--- config.mk ---
export PLATFORM = sky130hd
export DESIGN_NAME = instr_decode_stage
export DESIGN_NICKNAME = d
export VERILOG_FILES = /design/src/rtl/instr_decode_stage.sv
export SDC_FILE = /design/constraint.sdc
export NUM_CORES = 1
export LEC_CHECK = 0
export CAP_MARGIN = 20
export CORE_MARGIN = 2
export CORE_UTILIZATION = 45
export DETAILED_ROUTE_END_ITERATION = 10
export GPL_ROUTABILITY_DRIVEN = 0
export PLACE_DENSITY_LB_ADDON = 0.2
export SYNTH_ARGS = -nofsm -noshare
export SYNTH_HDL_FRONTEND = slang
export SYNTH_SLANG_ARGS = --single-unit
--- constraint.sdc ---
create_clock -name clk -period 1.6 [get_ports clk]
set_input_delay 0.24 -clock clk [delete_from_list [all_inputs] [get_ports clk]]
set_output_delay 0.24 -clock clk [all_outputs]
set_load 0.01 [all_outputs]
--- src/rtl/instr_decode_stage.sv ---
// ---------------------------------------------------------------------------
// instr_decode_stage
//
// Decode stage sitting directly in front of alu_top. Fetch hands over 32-bit
// MIPS instruction words on a valid/ready handshake; each word is decoded into
// the ALU operation code (1..12), register indices and second operand, then
// held in a 2-entry FIFO so that ALU backpressure never reaches fetch
// combinationally. Saturating debug counters track accepted and illegal words.
//
// Ports
//   clk          in   rising-edge clock
//   reset        in   asynchronous, active-low reset
//   in_valid     in   fetch presents in_ir this cycle
//   in_ready     out  stage can accept a word (registered, from occupancy only)
//   in_ir        in   32-bit instruction word
//   out_valid    out  head entry holds a decoded instruction
//   out_ready    in   ALU consumes the head entry this cycle
//   out_ir       out  original instruction word
//   out_instr_ID out  ALU operation code, 0 = nop/illegal
//   out_rs       out  ir[25:21]
//   out_rt       out  ir[20:16]
//   out_rd       out  destination register (ir[15:11] R-type, ir[20:16] I-type)
//   out_opb      out  second operand: extended immediate or shamt, else 0
//   out_use_imm  out  ALU takes out_opb instead of reg[rt]
//   out_illegal  out  word is not a supported instruction (and not a nop)
//   dec_count    out  saturating count of accepted words
//   ill_count    out  saturating count of accepted illegal words
// ---------------------------------------------------------------------------
module instr_decode_stage #(
  parameter int CNT_W = 16
) (
  input  logic             clk,
  input  logic             reset,
  input  logic             in_valid,
  output logic             in_ready,
  input  logic [31:0]      in_ir,
  output logic             out_valid,
  input  logic             out_ready,
  output logic [31:0]      out_ir,
  output logic [31:0]      out_instr_ID,
  output logic [4:0]       out_rs,
  output logic [4:0]       out_rt,
  output logic [4:0]       out_rd,
  output logic [31:0]      out_opb,
  output logic             out_use_imm,
  output logic             out_illegal,
  output logic [CNT_W-1:0] dec_count,
  output logic [CNT_W-1:0] ill_count
);

  // One decoded FIFO entry. The operation code only needs 4 bits internally;
  // it is zero-extended to the 32-bit ALU dispatch field on the way out.
  typedef struct packed {
    logic [31:0] ir;
    logic [3:0]  id;
    logic [4:0]  rs;
    logic [4:0]  rt;
    logic [4:0]  rd;
    logic [31:0] opb;
    logic        useImm;
    logic        illegal;
  } entry_t;

  // Pure decode of one instruction word. The all-zero word is tested first
  // because it would otherwise match sll $0,$0,0.
  function automatic entry_t decodeWord(input logic [31:0] ir);
    entry_t e;
    e        = '0;
    e.ir     = ir;
    e.rs     = ir[25:21];
    e.rt     = ir[20:16];
    e.rd     = ir[15:11];
    if (ir != 32'h0) begin
      case (ir[31:26])
        6'h00: begin
          case (ir[5:0])
            6'h20: e.id = 4'd1;
            6'h22: e.id = 4'd2;
            6'h21: e.id = 4'd3;
            6'h23: e.id = 4'd4;
            6'h24: e.id = 4'd7;
            6'h25: e.id = 4'd8;
            6'h00: begin
              e.id     = 4'd11;
              e.opb    = {27'b0, ir[10:6]};
              e.useImm = 1'b1;
            end
            6'h02: begin
              e.id     = 4'd12;
              e.opb    = {27'b0, ir[10:6]};
              e.useImm = 1'b1;
            end
            default: e.illegal = 1'b1;
          endcase
        end
        6'h08, 6'h09: begin
          e.id     = (ir[31:26] == 6'h08) ? 4'd5 : 4'd6;
          e.rd     = ir[20:16];
          e.opb    = {{16{ir[15]}}, ir[15:0]};
          e.useImm = 1'b1;
        end
        6'h0C, 6'h0D: begin
          e.id     = (ir[31:26] == 6'h0C) ? 4'd9 : 4'd10;
          e.rd     = ir[20:16];
          e.opb    = {16'b0, ir[15:0]};
          e.useImm = 1'b1;
        end
        default: e.illegal = 1'b1;
      endcase
    end
    return e;
  endfunction

  entry_t           head_q, head_d;
  entry_t           skid_q, skid_d;
  entry_t           newEntry;
  logic [1:0]       occ_q, occ_d;
  logic             inReady_q;
  logic [CNT_W-1:0] decCount_q, decCount_d;
  logic [CNT_W-1:0] illCount_q, illCount_d;
  logic             accept;
  logic             consume;

  // Next-state for the 2-entry FIFO. With one entry and a simultaneous
  // accept/consume the new word goes straight into the head, so order holds
  // and occupancy stays at one. A full FIFO can never accept because
  // in_ready is low, so the occupancy-2 case only handles the drain.
  always_comb begin
    newEntry   = decodeWord(in_ir);
    accept     = in_valid & inReady_q;
    consume    = (occ_q != 2'd0) & out_ready;
    head_d     = head_q;
    skid_d     = skid_q;
    occ_d      = occ_q;
    decCount_d = decCount_q;
    illCount_d = illCount_q;

    case (occ_q)
      2'd0: begin
        if (accept) begin
          head_d = newEntry;
          occ_d  = 2'd1;
        end
      end
      2'd1: begin
        if (accept && consume) begin
          head_d = newEntry;
        end else if (accept) begin
          skid_d = newEntry;
          occ_d  = 2'd2;
        end else if (consume) begin
          occ_d  = 2'd0;
        end
      end
      default: begin
        if (consume) begin
          head_d = skid_q;
          occ_d  = 2'd1;
        end
      end
    endcase

    // Counters stick at all-ones rather than wrapping.
    if (accept && (decCount_q != '1)) begin
      decCount_d = decCount_q + 1'b1;
    end
    if (accept && newEntry.illegal && (illCount_q != '1)) begin
      illCount_d = illCount_q + 1'b1;
    end
  end

  // State registers. in_ready is registered from the next occupancy so it
  // stays low throughout reset and rises on the first edge after release.
  always_ff @(posedge clk or negedge reset) begin
    if (!reset) begin
      head_q     <= '0;
      skid_q     <= '0;
      occ_q      <= 2'd0;
      inReady_q  <= 1'b0;
      decCount_q <= '0;
      illCount_q <= '0;
    end else begin
      head_q     <= head_d;
      skid_q     <= skid_d;
      occ_q      <= occ_d;
      inReady_q  <= (occ_d != 2'd2);
      decCount_q <= decCount_d;
      illCount_q <= illCount_d;
    end
  end

  assign in_ready     = inReady_q;
  assign out_valid    = (occ_q != 2'd0);
  assign out_ir       = head_q.ir;
  assign out_instr_ID = {28'b0, head_q.id};
  assign out_rs       = head_q.rs;
  assign out_rt       = head_q.rt;
  assign out_rd       = head_q.rd;
  assign out_opb      = head_q.opb;
  assign out_use_imm  = head_q.useImm;
  assign out_illegal  = head_q.illegal;
  assign dec_count    = decCount_q;
  assign ill_count    = illCount_q;

endmodule

**Clock wiring as the flow saved it**

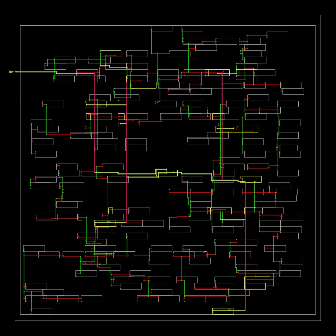
total CTS buffers: 17
power of the clock network: 0.00391 W
CLK BUF: 24

**Signal wires by layer**

Scale: 2 px per µm.
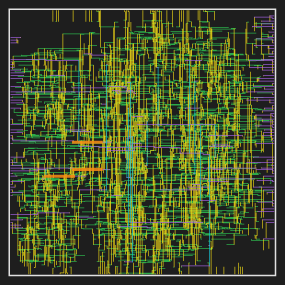
- cyan: M4 (wire length 575 µm)
- green: M1 (wire length 9340 µm)
- orange: M5 (wire length 41.4 µm)
- yellow: M2 (wire length 9790 µm)
- purple: M3 (wire length 1230 µm)

**Clock network drawn from the DEF**

Scale: 4 px per µm.
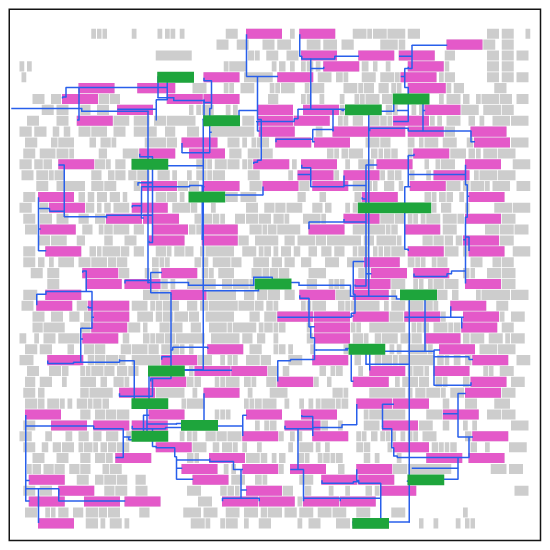
- magenta: flip-flops (count 155)
- green: clock-net drivers (count 17)
- blue: clock wires (length 1910 µm)
- routed clock nets: 18

**Selected gate families**

Scale: 2 px per µm.
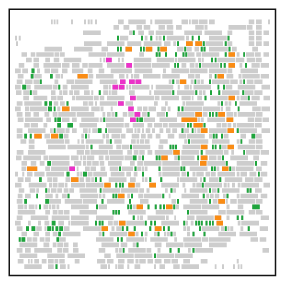
- magenta: non-inverting ao/oa cells (cells 13; most used a22o_1)
- orange: mux cells (cells 43; most used mux2i_1)
- green: nand cells (cells 231; most used nand2_1; where spread over the die)

==> GITHUB_STEP_SUMMARY <==
### Flow metrics

| Metric | Value |
|---|---|
| Tool Warnings | 29 |
| Fin crit period | 1.68 ns |
| Final antenna diode count | 0 |
| Cell row count | 46 |
| Number of clock sinks seen by CTS | 155 |
| DP Area | 9910 µm² |
| Post CTS Setup Buffer Count | 5 |
| Hold Path Stages | 3 |
| Detailed-router iteration count before antenna repair | 5 |
| Global Route met1 Usage | 0.300 |
| Failing checks | negative setup slack |
| Register bit count reported by yosys | 155 |
| Fraction of synthesized cell area in xor and xnor cells | 0.0307 |
| Floorplan die width | 132 µm |
| WP data arrival | 1.99 ns |
| Post-CTS Hold Fix Bufs | 1 |
| Number of enable flip-flop cells | 0 |
| Max-slew violation total from the final report | 0 |
| PnR worst setup slack | -0.0799 ns |
| Number of flip-flops and latches | 155 |
| End point of the critical path | ill_count[1] |
| Core region area | around 16000 µm² |
| Worst hold slack after final layout | 0.0845 ns |
| Logic area | 3270 µm² |
| PostCTS Resize Cnt | 87 |
| Worst setup startpoint | in_ir[4] |
| Number of setup violations in the final report | 11 |
| Worst hold endpoint | skid_q[76] |
| Async set-reset flop share out of synthesis | 1.00 |
| Highest signal layer in the routed design | met5 |
| Fraction of power consumed by sequential logic | 0.385 |
| Area fraction of clock buffers and clock inverters | 0.0514 |
| Type of element launching the critical path | input port |
| Kind of cell adding the most delay to the critical path | buffers and inverters |
| Beginning of the worst hold path | in_ir[23] |
| Clock skew after layout | between 0.005 and 0.006 ns |
| Maximum root-to-sink buffer count | 2 |
| Max capacitance violation total | 0 |
| Layout Cell Area excl Fill | 10900 µm² |
| Critical Path Fanout Max | 5 |
| Min-delay worst type | input port to flop |
| Leakage | 5.59 nW |
| Biggest cell delay along the critical path | 0.51 ns |
| Area share of fa/ha/maj cells after synthesis | 0.00337 |
| Placed cell count | 1222 |
| Run status | complete, but fails checks |
| Total number of yosys warnings | 0 |
| Cell area power density | ~1400 nW/µm² |
| Met3 wire length | 1230 µm |
| Int Power | 0.0103 W |
| Utilization of the core after routing | 0.684 |
| Area figure in the yosys stat output | 7420 µm² |
| Minimum setup slack among reg-to-reg paths | -0.05 ns |
| Number of flip-flops in the largest register | 60 |
| Critical path cell sequence | clkdlybuf4s50_1, nor3_2, a41oi_2, o211ai_1, buf_4, mux2_4 |
| Main logic family after synthesis | simple AND/OR/NAND/NOR gates |
| Register clock-pin slew on the reported worst setup and hold paths | 0.06 ns |
| Chip Height | around 130 µm |
| Cell count after synthesis | 795 |
| Final setup TNS | -0.585 ns |
| Routed wire length | 21000 µm |
| Top cell excl fill/tap | nand2_1 |
| Number of buffers added on ports | between 150 and 200 |
| Clk latency late pin | 0.42 ns |
| Area taken by flip-flops and latches | 3880 µm² |
| Chip footprint | around 18000 µm² |
| Buffers, non-clock | between 300 and 400 |
| Global-route layer with the greatest usage | met2 |
| Detailed-route wire length on metal 1 | 9340 µm |
| Largest cell class by area | registers |
| Setup repair after global routing missed its margin | true |
| Dpl hpwl | approximately 14000 µm |
| Top-Level Pins | between 150 and 200 |
| Yosys simple share | 0.189 |
| Buf/Inv on CP | 2 |
| Total cells reported by yosys after synthesis | 795 |
| Area fraction in mux cells | 0.0590 |
| H-tree depth reported by CTS | 4 |
| Met3 Resource Use GR | 0.0613 |
| Dominant cells by area after synthesis | dfrtp_1 (52%), nand2_1 (10%), buf_4 (5.5%), mux2i_1 (5.0%), o21ai_0 (5.0%) |
| Final routed wire length divided by cell count | 16.4 µm |
| Number of logic stages on the critical path including buffering | 6 |
| Crit. End Element | flop |
| Combinational share of power | 0.357 |
| Final standard cell count with taps included and fillers excluded | 1280 |
| Fill cell total of the finished layout | 1340 |
| Clock Power Share | 0.258 |
| Area share of the largest cell type after synthesis | 0.523 |
| Wire length of the first global-routing pass | 31500 µm |
| Post-synthesis cell type with the largest combined area | dfrtp_1 |
| Slowest cell on crit path | clkdlybuf4s50_1 |
| Number of antenna-violating nets in the routed design | 0 |
| Area growth from synthesis to layout | 47.5% |
| Maximum number of pins on one net before global-route repair | 72 |
| Hold Vio Cnt, Final | 0 |
| Clock root buffer | clkbuf_16 |
| Via count | 6522 |
| Non-clock buffer share of cell area | 0.269 |
| Residual DRC count | 0 |
| Setup Crit Path Kind | input port to flop |
| Total routing usage reported by global routing | 0.225 |
cells in the mapped netlist (5+ instances only):
library cell  number
o21ai_0           74
nand3_1           13
mux2i_1           37
nand2b_1           5
a221oi_1           5
buf_4             54
xor2_1            14
nand2_1          202
nor3_1            13
and3_1             5
a21oi_1           30
dfrtp_1          155
o22ai_1            6
a22o_1            10
xnor2_1           12
clkbuf_1          29
nand4_1           10
mux2_2             6
nor2_1            53
and4_1             6
buf_2             10
power groups by stage:
stage | Clock [W] | Sequential [W] | Combinational, W
floorplan | 0 | 0.00615 | 0.00206
global placement | 0 | 0.00585 | 0.00510
detailed placement | 0 | 0.00588 | 0.00520
CTS | 0.00394 | 0.00582 | 0.00503
global route | 0.00411 | 0.00598 | 0.00592
finish | 0.00391 | 0.00584 | 0.00542
Power figures rest on the tool's default switching activity, not on a simulated workload.
